--- config.mk ---
export PLATFORM = sky130hd
export DESIGN_NAME = cpu_alu
export DESIGN_NICKNAME = d
export VERILOG_FILES = /design/src/rtl/cpu_alu_pkg.sv /design/src/rtl/cpu_alu_muldiv.sv /design/src/rtl/cpu_alu.sv
export SDC_FILE = /design/constraint.sdc
export NUM_CORES = 2
export LEC_CHECK = 0
export CAP_MARGIN = 20
export CORE_MARGIN = 3
export CORE_UTILIZATION = 52
export DETAILED_ROUTE_END_ITERATION = 8
export GPL_TIMING_DRIVEN = 0
export PLACE_DENSITY_LB_ADDON = 0.2
export SYNTH_ARGS = -nofsm -noshare
export SYNTH_HDL_FRONTEND = slang
export SYNTH_SLANG_ARGS = --single-unit
export TNS_END_PERCENT = 5
--- constraint.sdc ---
create_clock -name clk -period 110.9 [get_ports clk]
set_input_delay 22.18 -clock clk [delete_from_list [all_inputs] [get_ports clk]]
set_output_delay 22.18 -clock clk [all_outputs]
set_load 0.02 [all_outputs]
--- src/rtl/cpu_alu_pkg.sv ---
// cpu_alu_pkg: opcode encoding and fixed field widths for the CPU ALU.
package cpu_alu_pkg;

  localparam int OP_W    = 4;
  localparam int SHAMT_W = 5;

  typedef enum logic [OP_W-1:0] {
    OP_NOP = 4'b0000,
    OP_ADD = 4'b0001,
    OP_SUB = 4'b0010,
    OP_MUL = 4'b0101,
    OP_DIV = 4'b0110,
    OP_OR  = 4'b0111,
    OP_AND = 4'b1000,
    OP_XOR = 4'b1001,
    OP_SLL = 4'b1010,
    OP_SRL = 4'b1011,
    OP_SLT = 4'b1100,
    OP_SRA = 4'b1101
  } alu_op_e;

endpackage

--- src/rtl/cpu_alu_muldiv.sv ---
// cpu_alu_muldiv: combinational unsigned multiply and divide.
// A zero divisor yields an all-ones quotient and the dividend as remainder.
module cpu_alu_muldiv #(
  parameter int WIDTH = 32
) (
  input  logic [WIDTH-1:0]   a,
  input  logic [WIDTH-1:0]   b,
  output logic [2*WIDTH-1:0] product,
  output logic [WIDTH-1:0]   quotient,
  output logic [WIDTH-1:0]   remainder
);

  assign product = {{WIDTH{1'b0}}, a} * {{WIDTH{1'b0}}, b};

  // divide, with the divide-by-zero result substituted instead of trapping
  always_comb begin
    quotient  = '1;
    remainder = a;
    if (b != '0) begin
      quotient  = a / b;
      remainder = a % b;
    end
  end

endmodule

--- src/rtl/cpu_alu.sv ---
// cpu_alu: 32-bit integer ALU with combinational result/zero and
// MIPS-style Hi/Lo/remain side registers for MUL and DIV.
// Optional feature macro: ALU_SRA_EN enables opcode 1101 as arithmetic shift right.
module cpu_alu
  import cpu_alu_pkg::*;
#(
  parameter int WIDTH = 32
) (
  input  logic             clk,
  input  logic             rst_n,
  input  logic [WIDTH-1:0] rda,
  input  logic [WIDTH-1:0] rdx,
  input  logic [OP_W-1:0]  alu_decode,
  output logic [WIDTH-1:0] result,
  output logic             zero,
  output logic [WIDTH-1:0] Hi,
  output logic [WIDTH-1:0] Lo,
  output logic [WIDTH-1:0] remain
);

  localparam int SH_W = $clog2(WIDTH);

  logic [2*WIDTH-1:0] product;
  logic [WIDTH-1:0]   quotient;
  logic [WIDTH-1:0]   remainder;
  logic [SH_W-1:0]    shamt;

  assign shamt = rdx[SH_W-1:0];

  cpu_alu_muldiv #(.WIDTH(WIDTH)) u_muldiv (
    .a         (rda),
    .b         (rdx),
    .product   (product),
    .quotient  (quotient),
    .remainder (remainder)
  );

  // opcode mux; unused codes fall through to zero
  always_comb begin
    result = '0;
    case (alu_op_e'(alu_decode))
      OP_ADD: result = rda + rdx;
      OP_SUB: result = rda - rdx;
      OP_MUL: result = product[WIDTH-1:0];
      OP_DIV: result = quotient;
      OP_OR:  result = rda | rdx;
      OP_AND: result = rda & rdx;
      OP_XOR: result = rda ^ rdx;
      OP_SLL: result = rda << shamt;
      OP_SRL: result = rda >> shamt;
      OP_SLT: result = {{(WIDTH-1){1'b0}}, (rda < rdx)};
`ifdef ALU_SRA_EN
      OP_SRA: result = $signed(rda) >>> shamt;
`endif
      default: result = '0;
    endcase
  end

  assign zero = (result == '0);

  // side registers: MUL loads Hi/Lo, DIV loads Lo/Hi/remain, others hold
  always_ff @(posedge clk or negedge rst_n) begin
    if (!rst_n) begin
      Hi     <= '0;
      Lo     <= '0;
      remain <= '0;
    end else begin
      case (alu_op_e'(alu_decode))
        OP_MUL: begin
          Hi <= product[2*WIDTH-1:WIDTH];
          Lo <= product[WIDTH-1:0];
        end
        OP_DIV: begin
          Lo     <= quotient;
          Hi     <= remainder;
          remain <= remainder;
        end
        default: ;
      endcase
    end
  end

endmodule

**Signal wires on met3**

Scale bar: 100 um.
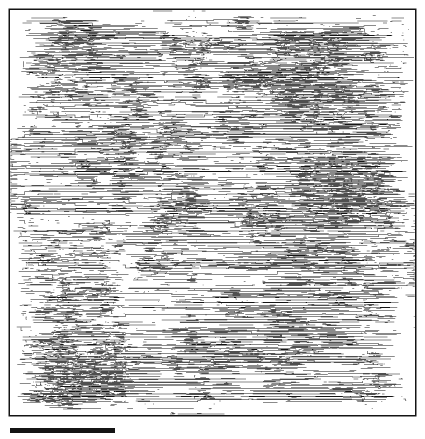
- main direction: horizontal
- longest straight run: 232 um
Post-Route WL: 440.1 mm
Global Route met3 Usage: 29.30%
vias post-DR: 89870

**Track usage over the die**

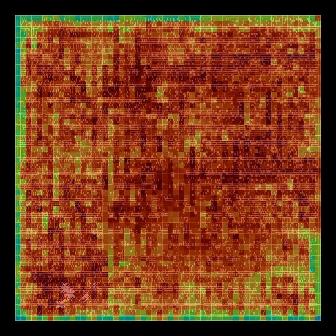
routed len/inst: 34.78 um
met1 global-route usage: 67.25%
met2 Use GR: 75.82%

**Clock network drawn from the DEF**

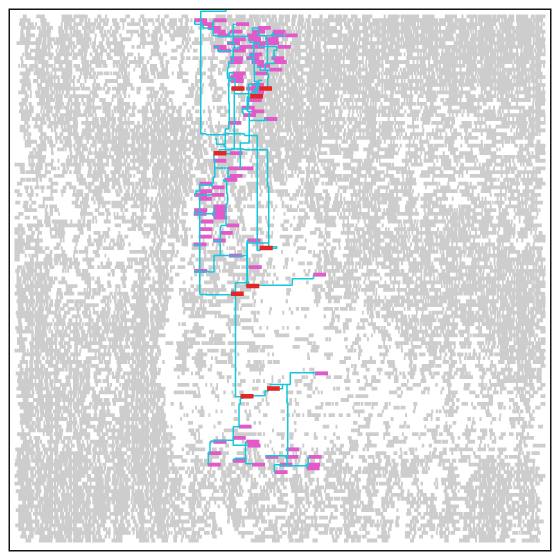
- flip-flops: magenta (count 96)
- clock wires: cyan (length 1890 um)
- clock drivers: red (count 9)
- routed clock nets: 10
Final Skew: 0 ns

**Signal wires on met2**

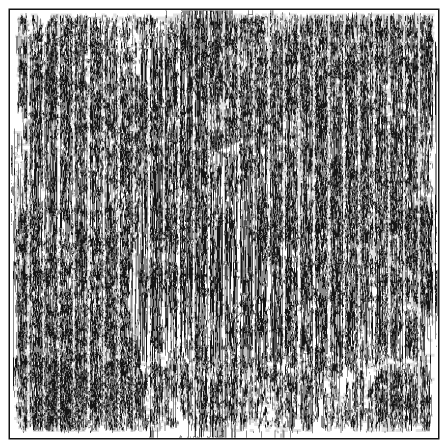
- share of all routed wire: 37%
- wire length on this layer: 165 mm
- longest straight run: 139 um
- main direction: vertical
- nets with wire on the layer: 11006

==> run_results.csv <==
group,metric,value,unit
run_status,status,"finished with violations",
run_status,violations,"DRC, setup timing",
cells_and_area,nClkBuffers,10,
final_timing,finalHoldViolCount,0,
cells_and_area,area_growth,19.63,%
synth,top_area_share,23.87,%
placement,dp_cells,12160,
cells_and_area,logic_area,0.07094,mm^2
run,warning_count,96,
clocking,root_buffer,"clkbuf_16",
cells_and_area,antenna_cells,46,
synth,synthFlopType,"dfrtp_1",
min_path,hold_end,"remain[30]",
final_timing,finalSetupViolCount,2,
clocking,cts_made_buffers,9,
critical_path,required,88.72,ns
global_routing,antenna_found_initial,57,
synth,syn_area,0.07540,mm^2
synth,fp_nets,11860,
cells_and_area,nets,12560,
synth,ys_cells,10000,
final_timing,setup_slack,-1.791,ns
synth,synthCells,10000,
synth,simple_gate_area_share,19.67,%
synth,synth_flops,96,
die,coreArea,0.1438,mm^2
critical_path,reg2reg_slack,109.81,ns
synth,top_area_cell,"fa_1",
placement,port_buffers,198,
critical_path,worst_path_most_repeated_cell,"buf_4",
critical_path,ff2ff_path_depth,4,
routing,drc_errors,228,
clocking,ctsResizeCount,957,
run,drv_cap,0,
cells_and_area,nFillCells,12270,
cells_and_area,buffers,1187,
die,num_rows,139,
synth,async_reset_ff_share,100.0,%
synth,ys_sh_aoi,21.60,%
synth,yosys-stat-area,0.07540,mm^2
placement,dpl_cell_area,0.08106,mm^2
cells_and_area,final_cell_mix,"nand2_1 (1371), inv_1 (1169), nor2_1 (939)",
cells_and_area,drive_gt1_share,14.23,%
synth,avgSynthCellArea,7.539,um^2
die,top_level_ports,199,
final_timing,hold-worst-slack,0.4814,ns
cells_and_area,comb_share,78.65,%
global_routing,grt_overflow,0,
synth,logic_family,"adder cells",
synth,top_cell,"nand2_1",
synth,ys_warn_count,0,
cells_and_area,nonClkBufAreaFrac,10.54,%
cells_and_area,logic_gate_count,8195,
critical_path,critPathMaxFanout,10,
synth,ys_seq_share,3.186,%
clocking,clkSinkCount,96,
final_timing,tightestPinTransition,1.373,ns
die,initCoreUtil,52.42,%
==> metal layers <==
layer / vias to the layer above / global-route usage (%) / routed length [um]
li1: 35740 / - / -
met1: 42860 / 67.25 / 149700
met2: 8511 / 75.82 / 164800
met3: 2713 / 29.30 / 78520
met4: 48 / 44.26 / 46640
met5: - / 0.9250 / 419
==> worst max-delay path by stage <==
stage | startpoint | slack [ns] | depth (start not counted) | end
6_report | rdx[26] | -1.79 | 332 | zero
5_1_grt | rdx[13] | -2.99 | 347 | zero
4_1_cts | rdx[0] | 0.004 | 341 | zero
3_5_place_dp | rdx[0] | -35.25 | 323 | zero
3_3_place_gp | rdx[1] | -36.42 | 313 | zero
2_1_floorplan | rdx[0] | 0.002 | 322 | zero
==> state kept, by name, summed over array words and instances (netlist names) <==
name and count:
Hi 32, Lo 32, remain 32
